--- src/rtl/child_share_arbiter.sv ---
// Round-robin time-sharing of one single-bit CHILD cell between N_REQ requesters.
// Each transaction: grant, drive CHILD I for CHILD_LAT+1 cycles, sample CHILD O, strobe the response.
module child_share_arbiter #(
  parameter int N_REQ     = 4,
  parameter int CHILD_LAT = 1
) (
  input  logic             clk,
  input  logic             rst,
  input  logic [N_REQ-1:0] req,
  input  logic [N_REQ-1:0] req_i,
  output logic [N_REQ-1:0] gnt,
  output logic [N_REQ-1:0] rsp_valid,
  output logic             rsp_o,
  output logic             busy,
  output logic             child_i,
  input  logic             child_o,
  output logic [1:0]       dbg_state_o
);

  localparam int IW = $clog2(N_REQ);

  typedef enum logic [1:0] {
    IDLE  = 2'd0,
    DRIVE = 2'd1,
    RESP  = 2'd2
  } state_e;

  state_e           state_q, state_d;
  logic [2:0]       lat_cnt_q, lat_cnt_d;
  logic [IW-1:0]    rr_last_q, rr_last_d;
  logic [IW-1:0]    wsel_q, wsel_d;
  logic             data_q, data_d;
  logic [N_REQ-1:0] gnt_q, gnt_d;
  logic [N_REQ-1:0] rsp_valid_q, rsp_valid_d;
  logic             rsp_o_q, rsp_o_d;

  logic             win_found;
  logic [IW-1:0]    win_idx;
  logic [IW-1:0]    cand;

  // Scan from the farthest candidate back to rr_last+1 so the last hit is the highest priority.
  always_comb begin
    win_found = 1'b0;
    win_idx   = '0;
    cand      = '0;
    for (int i = N_REQ; i >= 1; i--) begin
      cand = IW'((int'(rr_last_q) + i) % N_REQ);
      if (req[cand]) begin
        win_found = 1'b1;
        win_idx   = cand;
      end
    end
  end

  always_comb begin
    state_d     = state_q;
    lat_cnt_d   = lat_cnt_q;
    rr_last_d   = rr_last_q;
    wsel_d      = wsel_q;
    data_d      = data_q;
    gnt_d       = '0;
    rsp_valid_d = '0;
    rsp_o_d     = rsp_o_q;
    case (state_q)
      IDLE: begin
        if (win_found) begin
          data_d         = req_i[win_idx];
          wsel_d         = win_idx;
          rr_last_d      = win_idx;
          lat_cnt_d      = 3'(CHILD_LAT);
          gnt_d[win_idx] = 1'b1;
          state_d        = DRIVE;
        end
      end
      DRIVE: begin
        if (lat_cnt_q != 3'd0) begin
          lat_cnt_d = lat_cnt_q - 3'd1;
        end else begin
          rsp_o_d             = child_o;
          rsp_valid_d[wsel_q] = 1'b1;
          state_d             = RESP;
        end
      end
      RESP:    state_d = IDLE;
      default: state_d = IDLE;
    endcase
  end

  always_ff @(posedge clk) begin
    if (rst) begin
      state_q     <= IDLE;
      lat_cnt_q   <= 3'd0;
      rr_last_q   <= IW'(N_REQ - 1);
      wsel_q      <= '0;
      data_q      <= 1'b0;
      gnt_q       <= '0;
      rsp_valid_q <= '0;
      rsp_o_q     <= 1'b0;
    end else begin
      state_q     <= state_d;
      lat_cnt_q   <= lat_cnt_d;
      rr_last_q   <= rr_last_d;
      wsel_q      <= wsel_d;
      data_q      <= data_d;
      gnt_q       <= gnt_d;
      rsp_valid_q <= rsp_valid_d;
      rsp_o_q     <= rsp_o_d;
    end
  end

  assign gnt         = gnt_q;
  assign rsp_valid   = rsp_valid_q;
  assign rsp_o       = rsp_o_q;
  assign busy        = (state_q != IDLE);
  assign child_i     = (state_q == DRIVE) & data_q;
  assign dbg_state_o = state_q;

endmodule

--- config.mk ---
export PLATFORM = sky130hd
export DESIGN_NAME = child_share_arbiter
export DESIGN_NICKNAME = d
export VERILOG_FILES = /design/src/rtl/child_share_arbiter.sv
export SDC_FILE = /design/constraint.sdc
export NUM_CORES = 1
export LEC_CHECK = 0
export ABC_CLOCK_PERIOD_IN_PS = 2500
export CAP_MARGIN = 30
export CORE_UTILIZATION = 42
export DETAILED_ROUTE_END_ITERATION = 10
export HOLD_SLACK_MARGIN = 0.03
export PLACE_DENSITY = 0.74
export SLEW_MARGIN = 20
export SYNTH_ARGS = -nofsm -noshare
export SYNTH_HDL_FRONTEND = slang
export SYNTH_SLANG_ARGS = --single-unit
export TNS_END_PERCENT = 50
--- constraint.sdc ---
create_clock -name clk -period 2.5 [get_ports clk]
set_input_delay 0.5 -clock clk [delete_from_list [all_inputs] [get_ports clk]]
set_output_delay 0.5 -clock clk [all_outputs]
set_load 0.03 [all_outputs]
==> out/metrics.csv, run 1 <==
metric,value,unit
max-cap violations,0,
startpoint of the worst hold path,wsel_q[0],
Post-Syn Area,806,µm²
Clock Power Share,18.1,%
first-pass GRT wire length,2620,µm
Hold Crit Class,flip-flop to flip-flop,
die y size,45.8,µm
register area share after synthesis,47.2,%
reg2reg setup slack,1.01,ns
xor/xnor share of the synthesized area,1.09,%
WHS,0.471,ns
gpl congestion,0.703,
FP Core Util,45.7,%
Ports,24,
CTS tree,built,
critical path startpoint,dbg_state_o[0],
Seq pwr share,44.4,%
cts hold-fix bufs,0,
initial antenna violation count,0,
Min-Delay Path Depth,2,
Antenna Cells,0,
drt first pass iters,5,
DR vias,688,
status,finished clean,
NumNets Final,130,
placed cell count,137,
Int Pwr,555,µW
syn nets,102,
Complex Gates by Area,12.1,%
"EDFF count, synth",0,
PwrDens,791,mW/mm²
Yosys cell types,25,
metal1 wirelength,734,µm
vias in the first global route,603,
worst setup margin,0.380,ns
Pwr Total,868,µW
Max Clk Rate,472,MHz
Ys Warns,0,
post-place setup slack,0.195,ns
fin crit share,84.8,%
CTS Sinks,19,
yosys cell count,89,
Routed met3 length,58,µm
combinational power share,37.4,%
Dominant comb cell,simple AND/OR/NAND/NOR gates,
P&R area growth vs syn,36.2,%
Final Util,62.2,%
RSZ-0062 raised after global routing,no,
CP Capture Type,primary output,
row count,15,
clk_skew,0.00914,ns
worst-margin pin slew,0.436,ns
FF-to-FF path depth,6,
==> run 1: kinds of logic after synthesis <==
logic type,count (synthesis)
flops,19
buf+inv,7
compound gates,12
mux,4
fa+ha+maj,2
xor+xnor,1
simple gates,44
==> run 1: power by group through the flow <==
stage | Combinational (µW) | Sequential (µW) | Clock (µW)
final | 325 | 385 | 157
after global routing | 361 | 394 | 175
after CTS | 327 | 386 | 162
after detailed placement | 325 | 392 | 0
after global placement | 320 | 391 | 0
after floorplan | 186 | 422 | 0
==> run 1: critical path: stages (launching register included) <==
cell and delay [ns]:
dfxtp_1 0.46, and3_1 0.19, clkdlybuf4s50_1 0.67
==> run 1: cell usage in the layout, fill, tap and decap left out <==
master | Yosys | final
clkinv_2 | 0 | 1
nor2_1 | 17 | 17
o211ai_4 | 1 | 1
nand3b_1 | 2 | 2
clkbuf_4 | 0 | 3
nand2_1 | 8 | 8
a31oi_1 | 1 | 1
nor3_2 | 1 | 1
nor3b_1 | 1 | 1
ha_1 | 2 | 2
a21oi_1 | 5 | 5
xnor2_1 | 1 | 1
dfxtp_1 | 19 | 19
inv_1 | 6 | 6
and3b_1 | 2 | 2
and2_2 | 1 | 1
or3_1 | 1 | 1
clkdlybuf4s50_1 | 0 | 23
mux2i_1 | 4 | 4
o31a_1 | 1 | 1
and3_1 | 2 | 2
nand2b_1 | 4 | 4
a211oi_2 | 1 | 1
buf_4 | 0 | 1
o21bai_1 | 2 | 2
o221ai_1 | 1 | 1
nor3_1 | 4 | 4
or4_4 | 1 | 1
==> run 1: cell type report <==
cell class | count | area (µm²)
fillers | 162 | 667
multi-input cells | 63 | 398
flip-flops and latches | 19 | 380
repair buffers | 24 | 238
well taps | 25 | 31.3
clock buffers | 3 | 22.5
inverters | 6 | 22.5
clock inverters | 1 | 5.00
Figure 1. Congestion heat map (run 1).
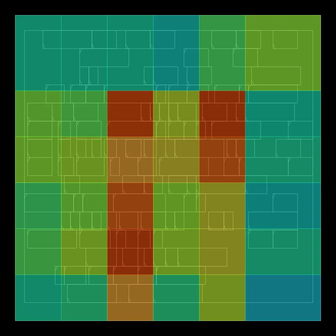
WL per Instance: 10.8 µm
Total Routing Usage GR: 17.9%
GRT busiest layer: met2
met3 Use GR: 4.76%

Figure 2. Wiring by layer (run 1).
Two of the layers only.
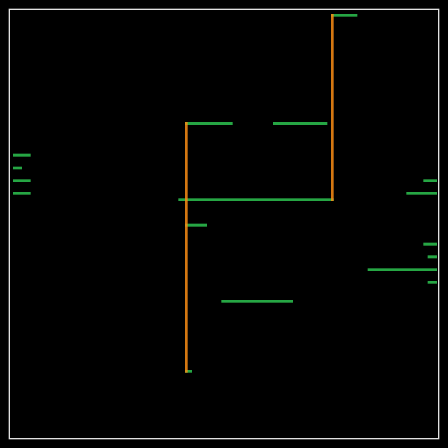
Key: orange = met4 [wire length 46.2 µm]; green = met3 [wire length 58.2 µm]

Figure 3. I/O pins on the die edge (run 1).
Pins as bars across the die edge, other pins in gray.
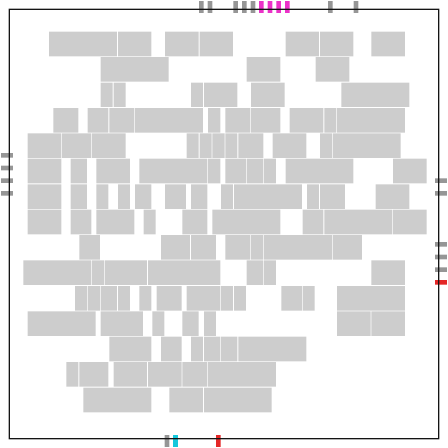
Key: magenta = `req_i` [pins 4, direction input, edge north]; red = `dbg_state_o` [pins 2, direction output, edge 1 south, 1 east]; cyan = `child_o` [pins 1, direction input, edge south]
All pins by edge: 11 north, 6 east, 4 west, 3 south.

==> run 2: changes to the inputs <==
--- a/config.mk
+++ b/config.mk
@@ -5,12 +5,12 @@
 export SDC_FILE = /design/constraint.sdc
 export NUM_CORES = 1
 export LEC_CHECK = 0
-export ABC_CLOCK_PERIOD_IN_PS = 2500
+export ABC_CLOCK_PERIOD_IN_PS = 1900
 export CAP_MARGIN = 30
-export CORE_UTILIZATION = 42
+export CORE_UTILIZATION = 40
 export DETAILED_ROUTE_END_ITERATION = 10
 export HOLD_SLACK_MARGIN = 0.03
-export PLACE_DENSITY = 0.74
+export PLACE_DENSITY = 0.73
 export SLEW_MARGIN = 20
 export SYNTH_ARGS = -nofsm -noshare
 export SYNTH_HDL_FRONTEND = slang
==> constraint.sdc (replaced) <==
create_clock -name clk -period 1.9 [get_ports clk]
set_input_delay 0.38 -clock clk [delete_from_list [all_inputs] [get_ports clk]]
set_output_delay 0.38 -clock clk [all_outputs]
set_load 0.03 [all_outputs]
Figure 4. Congestion heat map (run 2).
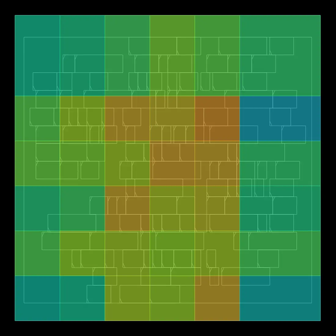
met1 Track Usage GR: 23.8%
Final Util: 64.2%
met3 Use GR: 2.31%
met2 Use GR: 25.6%

==> run 2 against run 1 <==
Compared with the run above:
- largest power group unchanged
- critical path depth is 4 higher
- highest routed layer unchanged
- clock power is 22% higher
- critical path type is now primary input to flip-flop
- via count is 1.2% higher
- sequential share of layout area is 1.8 points lower
- utilization is 2.0 points higher
==> out/metrics.csv, run 2 <==
metric,value,unit,change
status,finished clean,,
gpl congestion,0.777,,+11%
Mapped Cells,89,,
DR vias,696,,+1.2%
post-synthesis async set-or-reset flop share,0,%,
fin crit share,92.4,%,
clk_skew,0.00284,ns,-0.00631 ns
switching part of the total power,34.5,%,
cts hold-fix bufs,0,,unchanged
initial antenna violation count,0,,unchanged
Max Clk Rate,570,MHz,
FF-to-FF path depth,6,,unchanged
vias in the first global route,637,,+5.6%
Clock Power Share,16.4,%,-1.7 points
reg2reg setup slack,0.43,ns,-0.58 ns
startpoint of the worst hold path,wsel_q[1],,
Yosys cell types,25,,unchanged
Max clock buf depth,2,,
NumNets Final,138,,+6.2%
setup TNS,0,ns,
first-pass GRT wire length,2590,µm,-1.1%
Min-Delay Path Depth,1,,-1
most frequent logic cell in the layout,clkdlybuf4s50_1,,
final hold viol count,0,,
top_reg_cell synth,dfxtp_1,,
CTS Sinks,19,,unchanged
PwrDens,1010,mW/mm²,+28%
Seq pwr share,43.6,%,-0.8 points
Ys Warns,0,,unchanged
htree depth,1,,
GRT busiest layer,met2,,
combinational power share,40.0,%,+2.6 points
Routed WL,1610,µm,
Ports,24,,unchanged
Antenna Cells,0,,unchanged
drt first pass iters,4,,-1
post-place setup slack,-0.160,ns,-0.354 ns
slew margin rel.,73.9,%,
Fillers,159,,-1.9%
most instantiated logic cells after routing,"20 x clkdlybuf4s50_1, 19 x dfxtp_1, 17 x nor2_1, 9 x buf_4, 8 x nand2_1",,
worst setup margin,0.144,ns,-0.236 ns
Pwr Total,1170,µW,+34%
placed cell count,145,,+5.8%
FP Core Util,44.7,%,-0.95 points
Hold Crit Class,flip-flop to flip-flop,,
Final Max Tran Viols,0,,
max-cap violations,0,,unchanged
peak supply drop,0.000520,V,
metal1 wirelength,770,µm,+4.9%
P&R area growth vs syn,43.5,%,
die y size,46.9,µm,+2.4%
RSZ-0062 raised after global routing,no,,
syn nets,102,,unchanged
top cells by area,"dfxtp_1 47%, nor2_1 7.9%, mux2i_1 5.0%",,
register area share after synthesis,47.2,%,unchanged
post-CTS sizing,2,,
Routed met3 length,56,µm,-3.4%
CP Capture Type,flip-flop,,
worst-margin pin slew,0.388,ns,-0.0478 ns
CTS tree,built,,
WL per Instance,10.8,µm,+0.25%
"EDFF count, synth",0,,unchanged
Total Routing Usage GR,16.8,%,-1.2 points
Int Pwr,764,µW,+38%
yosys cell count,89,,unchanged
Post-Syn Area,806,µm²,unchanged
critical path startpoint,req[1],,
row count,15,,unchanged
synthesis area per yosys,806,µm²,
[run 2: final cells by class]
class	instances	area, µm²	share of cell area, %
well taps	25	31.3	2.71
repair buffers	32	298	25.8
flip-flops and latches	19	380	32.9
inverters	6	22.5	1.95
multi-input cells	63	398	34.4
clock buffers	4	26.3	2.27
[run 2: logic make-up after synthesis]
logic type      Yosys count  share of synthesized area, %
compound gates           12                          12.1
simple gates             44                          28.1
flops                    19                          47.2
mux                       4                          4.97
fa+ha+maj                 2                          3.11
buf+inv                   7                          3.42
xor+xnor                  1                          1.09
[run 2: worst max-delay path by stage]
| stage | end | slack [ns] | cells after the start |
|---|---|---|---|
| 4_1_cts | dbg_state_o[0] | 0.01 | 1 |
| 3_5_place_dp | lat_cnt_q[2] | -0.16 | 6 |
| 5_1_grt | child_i | 0.07 | 2 |
| 6_report | lat_cnt_q[2] | 0.14 | 6 |
| 2_1_floorplan | lat_cnt_q[2] | 0.35 | 5 |
| 3_3_place_gp | lat_cnt_q[2] | -0.09 | 6 |
[run 2: metrics by stage]
| step | area [µm²] | hold WS (ns) |
|---|---|---|
| finish | 1160 | 0.482 |
| global route | 1160 | 0.511 |
| CTS | 1150 | 0.482 |
| detailed placement | 1130 | 0.463 |
| global placement | 1130 | 0.459 |
| floorplan | 806 | 0.430 |
[run 2: power by group through the flow]
stage | logic (µW) | clock network, µW | registers [µW]
finish | 466 | 192 | 508
global route | 512 | 218 | 519
CTS | 470 | 198 | 508
detailed placement | 473 | 0 | 518
global placement | 465 | 0 | 516
floorplan | 245 | 0 | 555
[run 2: worst max-delay path, stage by stage]
cell and delay [ns]:
clkdlybuf4s50_1 0.47, or4_4 0.53, o211ai_4 0.22, nor2_1 0.08, xnor2_1 0.12, nor3_1 0.16
==> run 3: changes to the inputs <==
--- a/config.mk
+++ b/config.mk
@@ -8,6 +8,7 @@
 export ABC_CLOCK_PERIOD_IN_PS = 1900
 export CAP_MARGIN = 30
 export CORE_UTILIZATION = 40
+export CTS_BUF_LIST = sky130_fd_sc_hd__clkbuf_8 sky130_fd_sc_hd__clkbuf_16
 export DETAILED_ROUTE_END_ITERATION = 10
 export HOLD_SLACK_MARGIN = 0.03
 export PLACE_DENSITY = 0.73
Figure 5. Clock network drawn from the DEF (run 3).
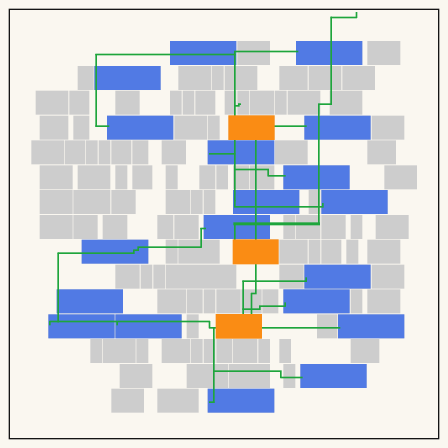
Key: orange = cells driving clock nets [count 3]; green = clock wires [length 241 µm]; blue = flip-flops [count 19]
There are 4 routed clock nets.

==> run 3 against run 2 <==
Compared with the run above:
- cell area rose by 1.6%
- clock power increased by 41%
- clock-buffer cell count decreased by 1
- via count grew 0.29%
- combinational power is 0.9% higher
- non-clock buffer count did not move
- sequential cell count stayed put
- synthesized cell count unchanged
- first-iteration DRC count up 89%
- total power up 7.2%
- sequential power about the same
- highest routed layer is now met3
- critical endpoint unchanged
- global-route usage is 1.1 points higher
- largest power group unchanged
==> out/metrics.csv, run 3 <==
metric,value,unit,change
Comb area share,33.9,%,-0.55 points
cells along the critical path,clkdlybuf4s50_1 -> or4_4 -> o211ai_4 -> nor2_1 -> xnor2_1 -> nor3_1,,
switching part of the total power,33.9,%,-0.62 points
row count,15,,unchanged
WL per Instance,11.5,µm,+6.5%
syn nets,102,,unchanged
Hold Crit Class,flip-flop to flip-flop,,
Register Area,380,µm²,unchanged
drt first pass iters,4,,unchanged
slew margin rel.,73.8,%,-0.089 points
Seq cells,19,,unchanged
gpl congestion,0.777,,unchanged
FF-to-FF path depth,6,,unchanged
post-CTS sizing,2,,unchanged
CP bufs+invs,1,,unchanged
CP Depth,6,,unchanged
"EDFF count, synth",0,,unchanged
logic area,398,µm²,unchanged
Int Pwr,827,µW,+8.2%
die y size,46.9,µm,unchanged
initial antenna violation count,0,,unchanged
P&R area growth vs syn,45.8,%,
clock network area share,3.83,%,+1.6 points
clock buffers,3,,-1
Seq area share,32.4,%,-0.53 points
Total Routing Usage GR,17.9,%,+1.1 points
DR vias,698,,+0.29%
Post-Syn Area,806,µm²,unchanged
crit path capture,lat_cnt_q[2],,
most instantiated logic cells after routing,"20 x clkdlybuf4s50_1, 19 x dfxtp_1, 17 x nor2_1, 9 x buf_4, 8 x nand2_1",,
max-cap violations,0,,unchanged
peak supply drop,0.000598,V,+15%
register area share after synthesis,47.2,%,unchanged
largest class,multi-input combinational cells,,
worst setup margin,0.0681,ns,-0.0761 ns
htree depth,1,,unchanged
CTS Sinks,19,,unchanged
status,finished clean,,
synthesis area per yosys,806,µm²,unchanged
PwrDens,1060,mW/mm²,+5.5%
Pwr Total,1250,µW,+7.2%
post-synthesis async set-or-reset flop share,0,%,unchanged
WHS,0.476,ns,-0.00620 ns
worst-margin pin slew,0.390,ns,+0.00133 ns
Mapped Cells,89,,unchanged
top cells by area,"dfxtp_1 47%, nor2_1 7.9%, mux2i_1 5.0%",,
CP top delay family,simple AND/OR/NAND/NOR gates,,
Non-clk invs,6,,unchanged
top_reg_cell synth,dfxtp_1,,
first-pass GRT wire length,2680,µm,+3.5%
placed cell count,145,,unchanged
Antenna Cells,0,,unchanged
vias in the first global route,654,,+2.7%
# Taps,25,,unchanged
Seq pwr share,40.7,%,-2.9 points
post-place setup slack,-0.160,ns,unchanged
combinational power share,37.6,%,-2.4 points
slowest CP cell,or4_4,,
RSZ-0062 raised after global routing,no,,
reg2reg setup slack,0.44,ns,about the same
critical path startpoint,req[1],,
buffering overhead,25.3,%,-0.41 points
Routed WL,1710,µm,+6.5%
Ys Warns,0,,unchanged
yosys cell count,89,,unchanged
most frequent logic cell in the layout,clkdlybuf4s50_1,,
==> run 3: cell count changes in the layout (fill, tap and decap cells not counted) <==
| cell | before | now |
|---|---|---|
| clkbuf_8 | 0 | 3 |
| clkbuf_1 | 1 | 0 |
| clkbuf_4 | 3 | 0 |
| inv_1 | 6 | 7 |
==> run 3: power groups by stage <==
stage / Combinational (µW) / Sequential (µW) / Clock, µW
finish: 470 / 509 / 271
global route: 514 / 519 / 294
CTS: 472 / 509 / 275
detailed placement: 473 / 518 / 0
global placement: 465 / 516 / 0
floorplan: 245 / 555 / 0
==> run 3: metal layers <==
metal	GRT usage [%]	part of all wire [%]	vias up
met4	10.3	0	0
met3	3.46	3.0	0
met5	0	0	-
li1	-	-	371
met2	26.1	47	18
met1	24.5	50	309
==> run 3: per-stage QoR <==
stage          TNS [ns]  utilization [%]  area [µm²]
2_1_floorplan         0                -         806
3_3_place_gp     -0.248             62.7        1130
3_5_place_dp     -0.574             62.7        1130
4_1_cts               0             65.1        1170
5_1_grt               0             65.2        1170
6_report              0             65.2        1170
==> run 3: worst min path at each step <==
stage                     slack (ns)  depth (start not counted)      start      endpoint
after floorplan                 0.43                          1  wsel_q[1]  rsp_valid[1]
after global placement          0.46                          1  wsel_q[1]  rsp_valid[1]
after detailed placement        0.46                          1  wsel_q[1]  rsp_valid[1]
after CTS                       0.48                          1  wsel_q[1]  rsp_valid[1]
after global routing            0.50                          1  wsel_q[1]  rsp_valid[1]
final                           0.48                          1  wsel_q[1]  rsp_valid[1]
==> run 3: cell families after synthesis <==
group	count (synthesis)	synth area share (%)
AND/OR/NAND/NOR	44	28.1
flip-flops	19	47.2
AND-OR/OR-AND	12	12.1
buffers and inverters	7	3.42
multiplexers	4	4.97
adder cells (fa/ha/maj)	2	3.11
XOR/XNOR	1	1.09
Power figures rest on the tool's default switching activity, not on a simulated workload.
